$ cat src/rtl/bf_weight_ctrl.sv
// bf_weight_ctrl: shadow/active weight banks for the 8-channel beamformer.
// The host fills the shadow bank one 5-bit weight at a time over a
// valid/ready port; a commit request then copies all 32 weights into the
// active bank at the end of an LO period (lo_phase==3), so that the
// datapath sees the new weights starting on a lo_phase==0 cycle and never
// mixes old and new values inside one LO sequence.

module bf_weight_ctrl (
  input  logic       clock,
  input  logic       reset,
  input  logic [1:0] lo_phase,
  input  logic       wr_valid,
  output logic       wr_ready,
  input  logic [4:0] wr_addr,
  input  logic [4:0] wr_data,
  input  logic       commit_req,
  output logic       commit_done,
  output logic       pending,
  output logic       dirty,
  output logic [7:0] commit_cnt,
  output logic [4:0] w_cos_1 [8],
  output logic [4:0] w_sin_1 [8],
  output logic [4:0] w_cos_2 [8],
  output logic [4:0] w_sin_2 [8]
);

  typedef enum logic {
    IDLE = 1'b0,
    PEND = 1'b1
  } state_t;

  // Weight slot within a channel, taken from wr_addr[1:0].
  typedef enum logic [1:0] {
    SLOT_COS_1 = 2'd0,
    SLOT_SIN_1 = 2'd1,
    SLOT_COS_2 = 2'd2,
    SLOT_SIN_2 = 2'd3
  } slot_t;

  localparam logic [1:0] LAST_LO_PHASE = 2'd3;

  state_t     state;
  logic [4:0] shadow [8][4];

  logic       wr_fire;
  logic       commit_fire;
  logic [2:0] wr_chan;
  logic [1:0] wr_slot;

  assign wr_chan     = wr_addr[4:2];
  assign wr_slot     = wr_addr[1:0];
  // A write is only possible in IDLE, since wr_ready is low throughout PEND.
  assign wr_fire     = wr_valid && wr_ready;
  // The copy happens on the edge that closes an LO period while a commit waits.
  assign commit_fire = (state == PEND) && (lo_phase == LAST_LO_PHASE);

  // Control FSM, shadow bank and active bank; every output is a flop.
  always_ff @(posedge clock) begin
    if (reset) begin
      state       <= IDLE;
      wr_ready    <= 1'b1;
      pending     <= 1'b0;
      commit_done <= 1'b0;
      dirty       <= 1'b0;
      commit_cnt  <= 8'd0;
      // NOTE: both weight banks are cleared on reset on purpose; an aborted
      // commit must leave the beamformer with all-zero weights, and a fresh
      // commit after reset must not expose stale shadow contents.
      for (int ch = 0; ch < 8; ch++) begin
        for (int k = 0; k < 4; k++) begin
          shadow[ch][k] <= 5'd0;
        end
        w_cos_1[ch] <= 5'd0;
        w_sin_1[ch] <= 5'd0;
        w_cos_2[ch] <= 5'd0;
        w_sin_2[ch] <= 5'd0;
      end
    end else begin
      // NOTE: non-blocking assignments throughout, so a write accepted on
      // the same edge as commit_req lands in the shadow before any later copy
      // reads it, and the copy always reads the shadow as it was before the edge.
      commit_done <= 1'b0;

      case (state)
        IDLE: begin
          if (wr_fire) begin
            shadow[wr_chan][wr_slot] <= wr_data;
            dirty                    <= 1'b1;
          end
          if (commit_req) begin
            state    <= PEND;
            wr_ready <= 1'b0;
            pending  <= 1'b1;
          end
        end

        PEND: begin
          // Further commit_req pulses are dropped here; they are not queued.
          if (commit_fire) begin
            for (int ch = 0; ch < 8; ch++) begin
              w_cos_1[ch] <= shadow[ch][SLOT_COS_1];
              w_sin_1[ch] <= shadow[ch][SLOT_SIN_1];
              w_cos_2[ch] <= shadow[ch][SLOT_COS_2];
              w_sin_2[ch] <= shadow[ch][SLOT_SIN_2];
            end
            dirty       <= 1'b0;
            commit_cnt  <= commit_cnt + 8'd1;
            state       <= IDLE;
            wr_ready    <= 1'b1;
            pending     <= 1'b0;
            commit_done <= 1'b1;
          end
        end

        default: begin
          state    <= IDLE;
          wr_ready <= 1'b1;
          pending  <= 1'b0;
        end
      endcase
    end
  end

endmodule

$ cat config.mk
export PLATFORM = sky130hd
export DESIGN_NAME = bf_weight_ctrl
export DESIGN_NICKNAME = d
export VERILOG_FILES = /design/src/rtl/bf_weight_ctrl.sv
export SDC_FILE = /design/constraint.sdc
export NUM_CORES = 1
export LEC_CHECK = 0
export ABC_AREA = 1
export CAP_MARGIN = 20
export CORE_MARGIN = 2
export CORE_UTILIZATION = 24
export DETAILED_ROUTE_END_ITERATION = 7
export PLACE_DENSITY = 0.49
export SYNTH_ARGS = -nofsm -noshare
export SYNTH_HDL_FRONTEND = slang
export SYNTH_SLANG_ARGS = --single-unit
export TNS_END_PERCENT = 30
$ cat constraint.sdc
create_clock -name clock -period 2.9 [get_ports clock]
set_input_delay 0.58 -clock clock [delete_from_list [all_inputs] [get_ports clock]]
set_output_delay 0.58 -clock clock [all_outputs]
set_load 0.03 [all_outputs]
Run 1, zoomed window:
The bar under the picture is 10 microns long. Region (147, 36) to (187, 76) microns. Cells in grey, sequential cells in the stronger grey; small squares are vias.
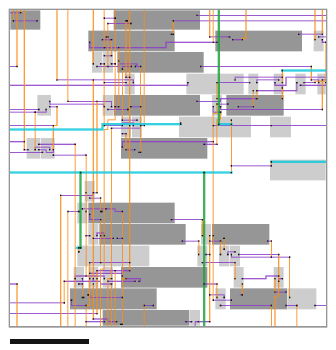
| colour | layer |
|---|---|
| cyan | M3 |
| green | M4 |
| orange | M2 |
| purple | M1 |
netlist names of flops here include: `shadow` (11), `w_sin_1` (2)
sequential cells in the window: 14
cells with their middle in the window: 49
most frequent: nand2_1 (16), edfxtp_1 (11), nor2_1 (10)

Run 1, gate families picked out:
The bar under the picture is 50 microns long.
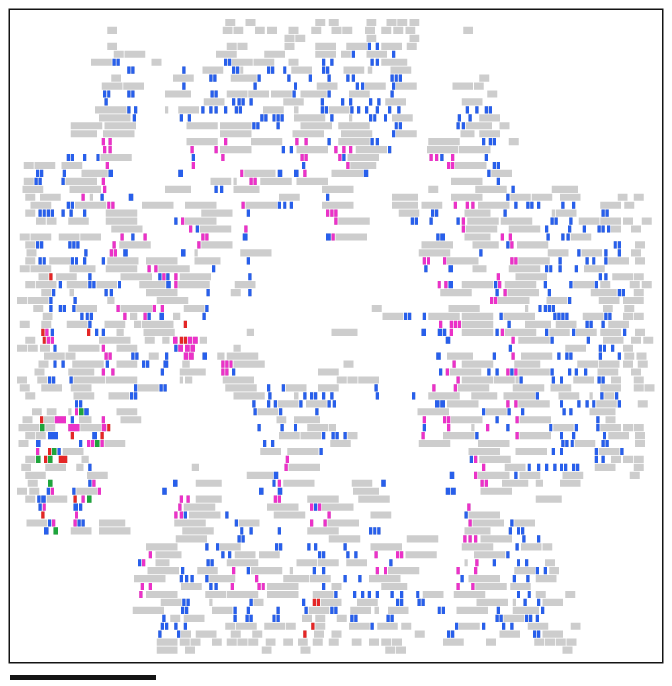
| colour | family | cells |
|---|---|---|
| magenta | nor cells | 188 |
| blue | nand cells | 567 |
| red | inv cells | 20 |
| green | aoi and oai cells | 9 |

==> CHANGELOG.md, run 1 <==
### Implementation results

- N_diodes: 0
- Placed cell area: 0.01430 sq mm
- CP max stage cell: clkdlybuf4s50_1
- Post-synth EDFFs: 160
- Min Tclk post-route: 2305 ps
- Die Ht: 223.2 microns
- Max clock buf depth: 3
- Final tally of setup violations: 0
- Final worst path period share: 79.49%
- Vias in the first global route: 8,343
- Startpoint type of the worst setup path: register
- Setup Skew: 11.75 ps
- Synthesized instance count: 1,174
- CTS Hold Bufs: 0
- Highest-count cells in the layout ignoring fill and taps: nand2_1, clkdlybuf4s50_1, nor2_1
- Post-route setup TNS: 0 ps
- Power Density: 679.9 mW/mm^2
- Drt wl/cell: 16.09 microns
- Registers, synthesis: 333
- Synth-to-layout area growth: 35.05%
- Peak VDD IR: 0.2950 mV
- Arrival @ worst endpoint: 1730 ps
- Post-CTS Setup Inserts: 0
- Total placed cells including tap cells: 1,947
- Post-synth area hogs: edfxtp_1, dfxtp_1, nand2_1
- DRC viols: 0
- Yosys Chip Area: 0.01154 sq mm
- CP Buf/Inv Count: 1
- Tool warning count: 28
- Num rows: 80
- Worst-path cell chain: clkdlybuf4s50_1
- Fin Hold WS: 437.7 ps
- Syn Std Cell Area: 0.01154 sq mm
- Vias per cell: 4.085
- Clk sink count: 333
- Post_cts resized: 0
- Max stage delay on crit path: 730 ps
- Status: completed
- CP endpoint kind: output pin
- Via count: 8,243
- Fin. Hold Viols: 0
- GPL Wtd Cong: 0.7304
- Largest net degree at the start of global routing: 102
- Final net count: 1,390
- Critical path's top delay family: buffers and inverters
- Die area: 0.04984 sq mm
Run 1, met1 routing:
The bar under the picture is 50 microns long. Supply wires on this layer in grey.
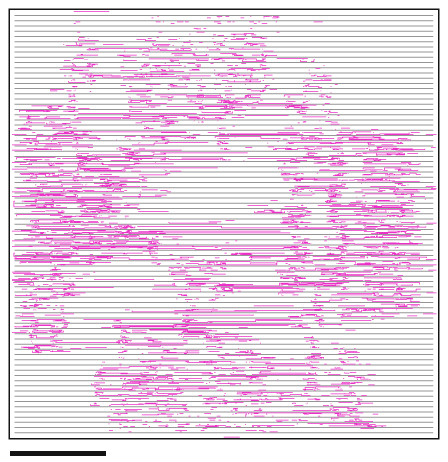
wire length on this layer: 14,800 microns
main direction: horizontal
nets with wire on the layer: 1,294
longest straight run: 68.5 microns

==> run 1: registers in the layout, summed over array words and instances (netlist names) <==
name and count:
state 1, w_cos_1 40, wr_ready 1, w_sin_1 40
w_cos_2 40, commit_done 1, shadow 160, dirty 1
pending 1, commit_cnt 8, w_sin_2 40
==> run 1: cell type report <==
class                      instances  share of cell area, %
sequential                       333                  53.07
multi-input combinational        765                  19.07
timing repair buffer             214                  14.20
clock buffer                      54                  7.228
tap                              615                  4.939
clock inverter                    17                 0.9798
inverter                          20                 0.5140
==> run 1: path summary, 6_finish.rpt <==
check | startpoint | end | slack, ps | depth (start not counted)
worst min register to register | shadow[6][13]$_SDFFCE_PN0P_ | w_sin_1[8]$_SDFFE_PP0P_ | 440 | 2
worst max-delay path | commit_cnt[3]$_SDFFE_PP0P_ | commit_cnt[3] | 590 | 1
worst min-delay path | shadow[6][13]$_SDFFCE_PN0P_ | w_sin_1[8]$_SDFFE_PP0P_ | 440 | 2
worst max register to register | state$_SDFF_PP0_ | shadow[4][15]$_SDFFCE_PN0P_ | 1160 | 6
==> run 1: cell families after synthesis <==
kind of cell	share of synthesized area, %
flip-flops	71.67
AND/OR/NAND/NOR	25.15
adder cells (fa/ha/maj)	0.1084
AND-OR/OR-AND	0.3904
buffers and inverters	2.679
==> run 1: per-layer routing <==
metal  wire length [microns]  vias up  GRT usage [%]
li1                        -     4133              -
met2                   15010      210          21.42
met5                       0        -              0
met3                    2121       44          4.135
met4                     580        0          3.356
met1                   14750     3856          16.87
==> run 1: report_power, final <==
part | switching [mW] | leakage, nW | internal (mW) | total, mW
combinational | 0.397 | 2.83 | 0.187 | 0.584
sequential | 0.0702 | 3.04 | 5.06 | 5.13
clock | 1.91 | 0.624 | 2.97 | 4.88
==> run 2, diff against run 1 <==
==> constraint.sdc (replaced) <==
create_clock -name clock -period 2.15 [get_ports clock]
set_input_delay 0.43 -clock clock [delete_from_list [all_inputs] [get_ports clock]]
set_output_delay 0.43 -clock clock [all_outputs]
set_load 0.03 [all_outputs]
==> CHANGELOG.md, run 2 <==
### Implementation results

- Final worst setup slack: 102.0 ps
- Adder share: 0.1085%
- DR pass1 iterations: 5
- Post-CTS Setup Inserts: 0
- Yosys Chip Area: 0.01154 sq mm
- DRC viols: 0
- WL final: 32,020 microns
- GPL Wtd Cong: 0.7080
- WL met2: 14,700 microns
- Synthesized instance count: 1,174
- Met3 wire len: 2170 microns
- Peak VDD IR: 0.6749 mV
- Syn nets: 1,191
- Syn Std Cell Area: 0.01154 sq mm
- Startpoint type of the worst setup path: register
- HP Class: reg -> reg
- Min Tclk post-route: 2048 ps
- CP endpoint kind: output pin
- Critical path class: reg -> out
- Register bank with the most flops: shadow
- CP max stage cell: clkdlybuf4s50_1
- Max clock buf depth: 3
- Met2 track demand over resource: 20.76%
- Largest net degree at the start of global routing: 62
- Power Density: 904.4 mW/mm^2
- Tool warning count: 26
- Dominant comb cell: simple AND/OR/NAND/NOR gates
- Post-route setup TNS: 0 ps
- Grt total ovfl: 0
- Wl on met1: 14,440 microns
- Die area: 0.04984 sq mm
- Fin Hold WS: 440.3 ps
- Worst-path cell chain: clkdlybuf4s50_1
- Xor/xnor share: 0%
- Vias in the first global route: 8,214
- Critical path's top delay family: buffers and inverters
- Worst EP required: 1720 ps
- Number of flip-flops under the largest register name: 160
- Setup Skew: 9.411 ps
- Area fraction in compound gates: 0.3905%
- Post-synth EDFFs: 160
- Placed cell area: 0.01467 sq mm
- Vias per cell: 4.086
- Met3 Use GR: 3.727%
- Gr usage total: 12.88%
- Synth-to-layout area growth: 38.75%
- Fin. Hold Viols: 0
- Status: completed
- Clk sink count: 333
- Simple-gate area share of the yosys netlist: 25.15%
- Final worst path period share: 95.25%
- Final tally of setup violations: 0
- MUX area fraction: 0%
- Chip width: 223.2 microns
- Die Ht: 223.2 microns
- Max Used Layer: met5
- Highest-count cells in the layout ignoring fill and taps: nand2_1, clkdlybuf4s50_1, nor2_1
- Max stage delay on crit path: 690 ps
- Via count: 8,426
- Initial antenna violation count: 5
- Registers, synthesis: 333
- Num rows: 80
- Worst slew margin relative to its limit: 67.90%
- Arrival @ worst endpoint: 1620 ps
- Final net count: 1,433
- Yosys cell types: 15
## run 2: worst paths after layout
path | from | cells past startpoint | end | slack, ps
worst max-delay path | w_sin_1[17]$_SDFFE_PP0P_ | 1 | w_sin_1[17] | 100
worst min-delay path | shadow[7][17]$_SDFFCE_PN0P_ | 2 | w_cos_1[2]$_SDFFE_PP0P_ | 440
worst max register to register | state$_SDFF_PP0_ | 6 | shadow[6][12]$_SDFFCE_PN0P_ | 550
worst min register to register | shadow[7][17]$_SDFFCE_PN0P_ | 2 | w_cos_1[2]$_SDFFE_PP0P_ | 440
## run 2: power by group
group | leakage (nW) | internal, mW | switching (mW)
registers | 3.04 | 6.82 | 0.0905
clock network | 0.661 | 4.13 | 2.63
logic | 3.11 | 0.268 | 0.538
total | 6.82 | 11.2 | 3.26
## run 2: cell families (layout without fill, tap and decap cells)
| group | Yosys count | count (layout) |
|---|---|---|
| and+or+nand+nor | 755 | 755 |
| buffers and inverters | 76 | 348 |
| other | 0 | 1 |
| adders and majority gates | 1 | 1 |
| AOI/OAI and AO/OA | 9 | 9 |
| DFF | 333 | 333 |
## run 2: repair_timing
action,4_1_cts,5_1_grt
hold buffers,0,0
gates resized,2,4
cloned,0,0
endpoints found under the setup margin,2,4
## run 2: layout make-up
| cell class | count | area [sq um] |
|---|---|---|
| antenna | 1 | 2.502 |
| fill | 4840 | 31540 |
| clock buffer | 52 | 1151 |
| sequential | 333 | 8268 |
| timing repair buffer | 257 | 2592 |
| inverter | 20 | 80.08 |
| clock inverter | 19 | 171.4 |
| tap | 615 | 769.5 |
| multi-input combinational | 765 | 2972 |
## run 2: stage by stage
stage / power, mW / std cells
finish: 14.48 / 2062
floorplan: 7.431 / 1174
detailed placement: 7.878 / 1990
global route: 15.00 / 2062
CTS: 14.70 / 2061
global placement: 7.878 / 1990
Run 2, met1 routing:
The bar under the picture is 50 microns long. Supply wires on this layer in grey.
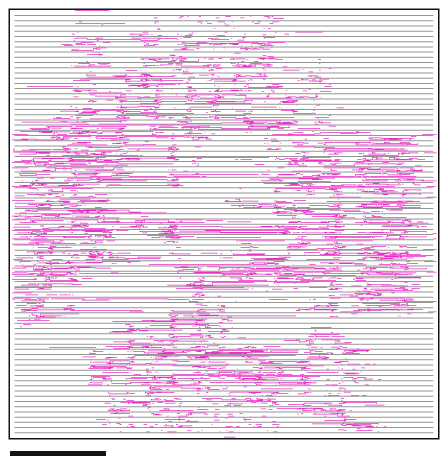
wire length on this layer: 14,400 microns
share of all routed wire: 45%

Run 2, metal 3:
The bar under the picture is 50 microns long. Cells faint in the background.
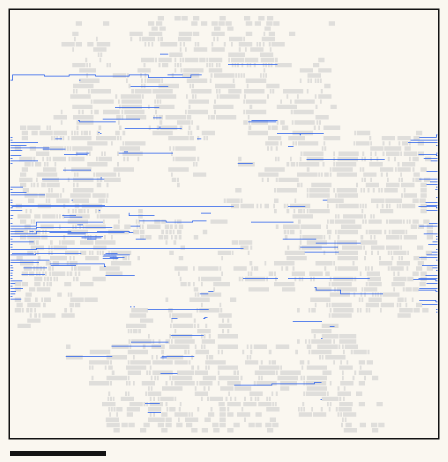
nets with wire on the layer: 129
longest straight run: 116 microns
wire length on this layer: 2,170 microns

Run 2, routing congestion:
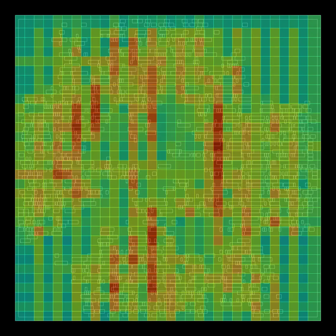
drt wl/cell: 15.53 microns
fin util: 33.67%
Most Used Layer, Global Route: met2
met1 Use GR: 16.63%

No activity file was given, so power comes from the tool's default toggle rates.
